## config.mk

```make
export PLATFORM = sky130hd
export DESIGN_NAME = sliced_logic_unit
export DESIGN_NICKNAME = d
export VERILOG_FILES = /design/src/rtl/sliced_logic_unit.sv
export SDC_FILE = /design/constraint.sdc
export NUM_CORES = 1
export LEC_CHECK = 0
export CELL_PAD_IN_SITES_DETAIL_PLACEMENT = 1
export CELL_PAD_IN_SITES_GLOBAL_PLACEMENT = 1
export CORE_ASPECT_RATIO = 1.75
export CORE_UTILIZATION = 41
export DETAILED_ROUTE_END_ITERATION = 8
export PLACE_DENSITY_LB_ADDON = 0.1
export SETUP_SLACK_MARGIN = 0.02
export SYNTH_ARGS = -nofsm -noshare
export SYNTH_HDL_FRONTEND = slang
export SYNTH_SLANG_ARGS = --single-unit
```

## constraint.sdc

```tcl
create_clock -name clk -period 3.18 [get_ports clk]
set_input_delay 0.636 -clock clk [delete_from_list [all_inputs] [get_ports clk]]
set_output_delay 0.636 -clock clk [all_outputs]
set_load 0.005 [all_outputs]
```

## src/rtl/sliced_logic_unit.sv

```systemverilog
// -----------------------------------------------------------------------------
// sliced_logic_unit
//
// Bitwise logic unit for the 8-bit CPU datapath. It evaluates one of eight
// bitwise operations over WIDTH-bit operands, SLICE bits per clock, so a
// full operation takes NUM_SLICES = WIDTH/SLICE RUN cycles. Completion is
// signalled with a one-cycle done pulse. y and zero update only on that
// completion edge, so partial results are never visible.
//
// Parameters:
//   WIDTH  operand/result width; must be an integer multiple of SLICE
//   SLICE  bits evaluated per clock
//
// Ports:
//   clk    rising-edge clock
//   rst    asynchronous, active-high reset
//   start  request a new operation (sampled only while idle)
//   op     operation select, latched on an accepted start
//            000 AND   001 OR    010 XOR    011 NAND
//            100 NOR   101 XNOR  110 NOT A  111 PASS A
//   a, b   operands, latched on an accepted start
//   busy   high while an operation is in progress
//   done   single-cycle pulse when y/zero are updated
//   y      result of the last completed operation
//   zero   high when the last completed result is zero
// -----------------------------------------------------------------------------
module sliced_logic_unit #(
  parameter int WIDTH = 8,
  parameter int SLICE = 4
) (
  input  logic             clk,
  input  logic             rst,
  input  logic             start,
  input  logic [2:0]       op,
  input  logic [WIDTH-1:0] a,
  input  logic [WIDTH-1:0] b,
  output logic             busy,
  output logic             done,
  output logic [WIDTH-1:0] y,
  output logic             zero
);

  localparam int NUM_SLICES = WIDTH / SLICE;
  // At least one counter bit, even when a single slice covers the word.
  localparam int CNT_W = (NUM_SLICES > 1) ? $clog2(NUM_SLICES) : 1;
  localparam logic [CNT_W-1:0] LAST_CNT = CNT_W'(NUM_SLICES - 1);

  typedef enum logic {
    IDLE = 1'b0,
    RUN  = 1'b1
  } state_t;

  state_t           state_q, state_d;
  logic [CNT_W-1:0] cnt_q, cnt_d;
  logic [WIDTH-1:0] a_q, a_d;
  logic [WIDTH-1:0] b_q, b_d;
  logic [2:0]       op_q, op_d;
  logic [WIDTH-1:0] res_q, res_d;
  logic [WIDTH-1:0] y_q, y_d;
  logic             zero_q, zero_d;
  logic             done_q, done_d;

  logic [SLICE-1:0] slice_a;
  logic [SLICE-1:0] slice_b;
  logic [SLICE-1:0] slice_y;
  // Internal result with the current slice merged in.
  logic [WIDTH-1:0] res_upd;

  // One shared "gate stage" applied to a SLICE-bit chunk.
  function automatic logic [SLICE-1:0] slice_op(
    input logic [2:0]       sel,
    input logic [SLICE-1:0] sa,
    input logic [SLICE-1:0] sb
  );
    logic [SLICE-1:0] r;
    case (sel)
      3'b000:  r = sa & sb;
      3'b001:  r = sa | sb;
      3'b010:  r = sa ^ sb;
      3'b011:  r = ~(sa & sb);
      3'b100:  r = ~(sa | sb);
      3'b101:  r = ~(sa ^ sb);
      3'b110:  r = ~sa;
      default: r = sa;
    endcase
    return r;
  endfunction

  // Select the operand slice addressed by the counter. A compare-per-slice
  // mux avoids an out-of-range array index when NUM_SLICES is not a power
  // of two.
  always_comb begin
    slice_a = '0;
    slice_b = '0;
    for (int i = 0; i < NUM_SLICES; i++) begin
      if (cnt_q == CNT_W'(i)) begin
        slice_a = a_q[i*SLICE +: SLICE];
        slice_b = b_q[i*SLICE +: SLICE];
      end
    end
  end

  assign slice_y = slice_op(op_q, slice_a, slice_b);

  // Merge the freshly computed slice into its position of the result word.
  generate
    for (genvar gi = 0; gi < NUM_SLICES; gi++) begin : g_merge
      assign res_upd[gi*SLICE +: SLICE] =
        (cnt_q == CNT_W'(gi)) ? slice_y : res_q[gi*SLICE +: SLICE];
    end
  endgenerate

  // Next-state and datapath updates.
  always_comb begin
    state_d = state_q;
    cnt_d   = cnt_q;
    a_d     = a_q;
    b_d     = b_q;
    op_d    = op_q;
    res_d   = res_q;
    y_d     = y_q;
    zero_d  = zero_q;
    done_d  = 1'b0;

    case (state_q)
      IDLE: begin
        // Also taken in the done cycle, giving NUM_SLICES+1 cycle throughput.
        if (start) begin
          state_d = RUN;
          a_d     = a;
          b_d     = b;
          op_d    = op;
          cnt_d   = '0;
          res_d   = '0;
        end
      end
      RUN: begin
        // start is deliberately ignored here; inputs may change freely.
        res_d = res_upd;
        if (cnt_q == LAST_CNT) begin
          y_d     = res_upd;
          zero_d  = (res_upd == '0);
          done_d  = 1'b1;
          cnt_d   = '0;
          state_d = IDLE;
        end else begin
          cnt_d = cnt_q + 1'b1;
        end
      end
      default: state_d = IDLE;
    endcase
  end

  always_ff @(posedge clk or posedge rst) begin
    if (rst) begin
      state_q <= IDLE;
      cnt_q   <= '0;
      a_q     <= '0;
      b_q     <= '0;
      op_q    <= '0;
      res_q   <= '0;
      y_q     <= '0;
      zero_q  <= 1'b0;
      done_q  <= 1'b0;
    end else begin
      state_q <= state_d;
      cnt_q   <= cnt_d;
      a_q     <= a_d;
      b_q     <= b_d;
      op_q    <= op_d;
      res_q   <= res_d;
      y_q     <= y_d;
      zero_q  <= zero_d;
      done_q  <= done_d;
    end
  end

  assign busy = (state_q == RUN);
  assign done = done_q;
  assign y    = y_q;
  assign zero = zero_q;

endmodule

```

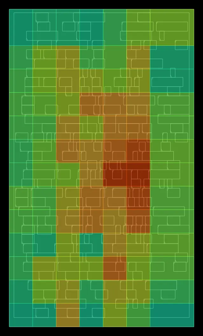
(images/congestion.png)
most used routing layer: met2
Wirelength per Cell: 15.8 µm
GRT Util Overall: 0.181

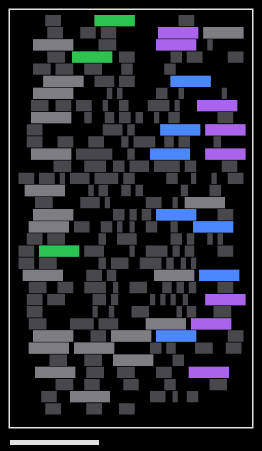
(images/flops_by_reg.png)
The bar under the picture is 20 µm long. Other sequential cells in the stronger gray, the rest of the logic in the fainter gray.
purple -> y  # sequential cells 8
green -> op_q  # sequential cells 3
blue -> res_q  # sequential cells 7
not colored = 20
Util after Layout: 0.519
Flop area: 951 µm²
flop share of the area: 0.396

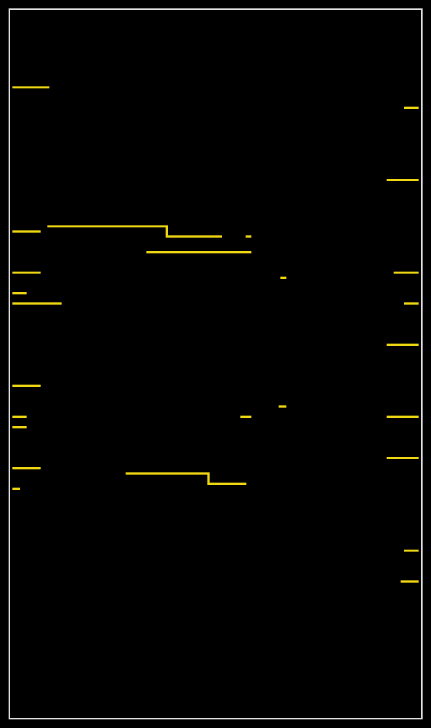
(images/layer_met3.png)
main direction = horizontal
longest straight run = 15.6 µm
share of all routed wire = 2.8%
wire length on this layer = 113 µm
detailed-route via count: 1383
grt met3 use: 0.0390
total wire length: 4.03 mm

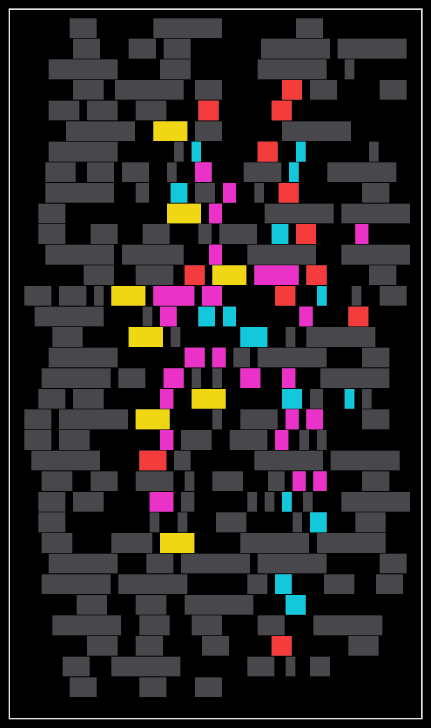
(images/logic_types.png)
magenta -> aoi and oai cells  # cells 23, most used o21ai_0, where middle
yellow -> fa/ha/maj cells  # cells 8, most used ha_1
cyan -> nor cells  # cells 15, most used nor2_1
red -> non-inverting ao/oa cells  # cells 12, most used a21o_1
logic share of the area: 0.380
fin cells: 255
dominant logic cell type in the layout: dfrtp_1

==> flow_metrics.env <==
# yosys + openroad results
export IMPL_status="complete, no violations"
export IMPL_rsz0062_at_grt="no"
export IMPL_fin_ws_ps=422
export IMPL_tool_warnings=30
export IMPL_required_ps=3360
export IMPL_ctsHtreeMaxLevel=2
export IMPL_gp_congestion=0.727
export IMPL_cts_setup_buffers=0
export IMPL_fin_setup_tns_ps=0
export IMPL_ys_ff=38
export IMPL_fmaxAchievable_mhz=363
export IMPL_clock_latency_ps=290
export IMPL_cts_resized=0
export IMPL_final_hold_viol_count=0
export IMPL_finalClockPeriodUsage=0.867
export IMPL_edf_count=0
export IMPL_die_area_um2=5080
export IMPL_critPathMaxFanout=17
export IMPL_synth_async_reset_ratio=1.00
export IMPL_crit_path_end_kind="register"
export IMPL_clk_pin_slew_ps=70
export IMPL_antenna_found_initial=0
export IMPL_setup_viol=0
export IMPL_worstMarginPinSlew_ps=728
export IMPL_drt_antenna_violating_nets=0
export IMPL_critical_path_class="reg2reg"
export IMPL_port_buffers=32
export IMPL_grtUsageMet1=0.176
export IMPL_ctsHoldBuffers=0
export IMPL_synth_chip_area_um2=1960
export IMPL_timing_final_crit_period_ps=2760
export IMPL_syn_avg_cell_area_um2=11.4
export IMPL_hp_class="reg2reg"
export IMPL_post_route_drc_count=0
export IMPL_clock_skew_final_ps=4.04
export IMPL_slew_violations=0
export IMPL_yosys_warnings=0
export IMPL_cts_root_buf="clkbuf_8"
export IMPL_timing_max_cap_violations=0
export IMPL_cts_tree="done"
export IMPL_cts_max_path_buffers=2
export IMPL_final_nets=232
export IMPL_rows=33
export IMPL_rrSetupSlack_ps=420
export IMPL_cp_common_cell="a211oi_1"
export IMPL_cts_sinks=38
export IMPL_dpl_hpwl_mm=3.11
export IMPL_synth_distinct_cells=34
export IMPL_grt_overflow=0
export IMPL_worstSetupStartpointType="register"
export IMPL_ir_drop_mv=0.566
export IMPL_coreArea_um2=4620
export IMPL_syn2layout_area_growth_pct=22.3
export IMPL_critical_path_top_delay_family="flip-flops"
export IMPL_grt_start_max_net_pins=39
export IMPL_die_w_um=54.3
export IMPL_initCoreUtil=0.424
export IMPL_drive_above_1_share=0.192
export IMPL_layout_top_cells="dfrtp_1 (38), clkdlybuf4s50_1 (32), mux2_2 (24), nand2_1 (11), inv_1 (11)"
export IMPL_crit_buf_inv=0
export IMPL_power_leakage_nw=1.11
export IMPL_netlist_instances=172
export IMPL_first_global_vias=1502
export IMPL_antenna_cells=0
export IMPL_viasPerCell=5.42
export IMPL_power_total_mw=2.63
export IMPL_worst_ep_arrival_time_ps=2940
export IMPL_slew_headroom=0.515
export IMPL_syn_nets=202
export IMPL_critPathMaxStageDelay_ps=810
export IMPL_power_density_nw_per_um2=1100
export IMPL_syn_area_um2=1960
export IMPL_post_place_ws_ps=443
export IMPL_ioPinCount=33
export IMPL_cts_buffers=5
export IMPL_dr_first_iter_drc_count=3
export IMPL_die_h_um=93.5
export IMPL_synth_seq_area_share=0.485
export IMPL_crit_chain="mux2_2 > ha_1 > nor2b_1 > a211oi_1 > a211oi_1 > nor3_2 > o21ai_0 > a21o_1"
export IMPL_global_route_usage_met2=0.347
export IMPL_ys_cells=172
## state kept, by name (all words and copies together) (netlist names)
name and cells:
a_q 8, b_q 8, y 8, res_q 7, op_q 3, busy 1
cnt_q 1, done 1, zero 1
## per-layer routing
layer,vias to the layer above,share of wire
met5,-,0
met4,0,0.015
met3,7,0.028
met2,26,0.60
met1,696,0.35
li1,654,-
## metrics by stage
step,hold WS (ps),cell area [µm²]
2_1_floorplan,450,1960
3_3_place_gp,463,2310
3_5_place_dp,467,2310
4_1_cts,481,2400
5_1_grt,509,2400
6_report,479,2400
## synth_stat cells, types with 2 or more instances
| library cell | instances | area [µm²] |
|---|---|---|
| inv_1 | 11 | 41.3 |
| a21o_1 | 10 | 75.1 |
| o21ai_1 | 2 | 10.0 |
| nand3_1 | 3 | 15.0 |
| nor4_1 | 2 | 12.5 |
| clkbuf_1 | 5 | 18.8 |
| nor3b_1 | 2 | 15.0 |
| o21ai_0 | 7 | 35.0 |
| nand2b_1 | 3 | 18.8 |
| ha_1 | 8 | 100 |
| mux2i_1 | 9 | 90.1 |
| dfrtp_1 | 38 | 951 |
| buf_2 | 5 | 25.0 |
| o22ai_1 | 2 | 12.5 |
| nand2_1 | 11 | 41.3 |
| mux2_2 | 24 | 270 |
| nor2b_1 | 3 | 18.8 |
| nor2_1 | 6 | 22.5 |
| a21oi_1 | 4 | 20.0 |
| a211oi_1 | 3 | 22.5 |
## power breakdown
group / internal, mW / total, mW / leakage (nW) / switching, mW
clock: 0.175 / 0.339 / 0.0482 / 0.164
sequential: 0.715 / 0.964 / 0.464 / 0.249
combinational: 0.713 / 1.33 / 0.596 / 0.617
## area by class of cell
cell class / count / area [µm²]
clock inverters: 1 / 5.00
well taps: 52 / 65.1
repair buffers: 34 / 335
clock buffers: 7 / 86.3
inverters: 12 / 45.0
flip-flops and latches: 38 / 951
fillers: 506 / 2230
multi-input cells: 111 / 911
## cell families (layout without fill, tap and decap cells)
logic type,after synthesis,after routing,share of synthesized area
mux,35,35,0.203
fa+ha+maj,8,8,0.0510
compound gates,35,35,0.126
buf+inv,23,54,0.0510
flops,38,38,0.485
simple gates,33,33,0.0848
## worst paths after layout
| kind | startpoint | endpoint | cells after the start |
|---|---|---|---|
| min in group asynchronous | rst | a_q[6]$_DFFE_PP0P_ | 3 |
| setup / recovery | cnt_q$_DFFE_PP0P_ | res_q[2]$_DFFE_PP0P_ | 8 |
| hold reg to reg | y[4]$_DFFE_PP0P_ | y[4]$_DFFE_PP0P_ | 1 |
| hold / removal | y[4]$_DFFE_PP0P_ | y[4]$_DFFE_PP0P_ | 1 |
| max in group asynchronous | rst | y[7]$_DFFE_PP0P_ | 3 |
| setup reg to reg | cnt_q$_DFFE_PP0P_ | res_q[2]$_DFFE_PP0P_ | 8 |
Power and IR drop assume default switching activity.
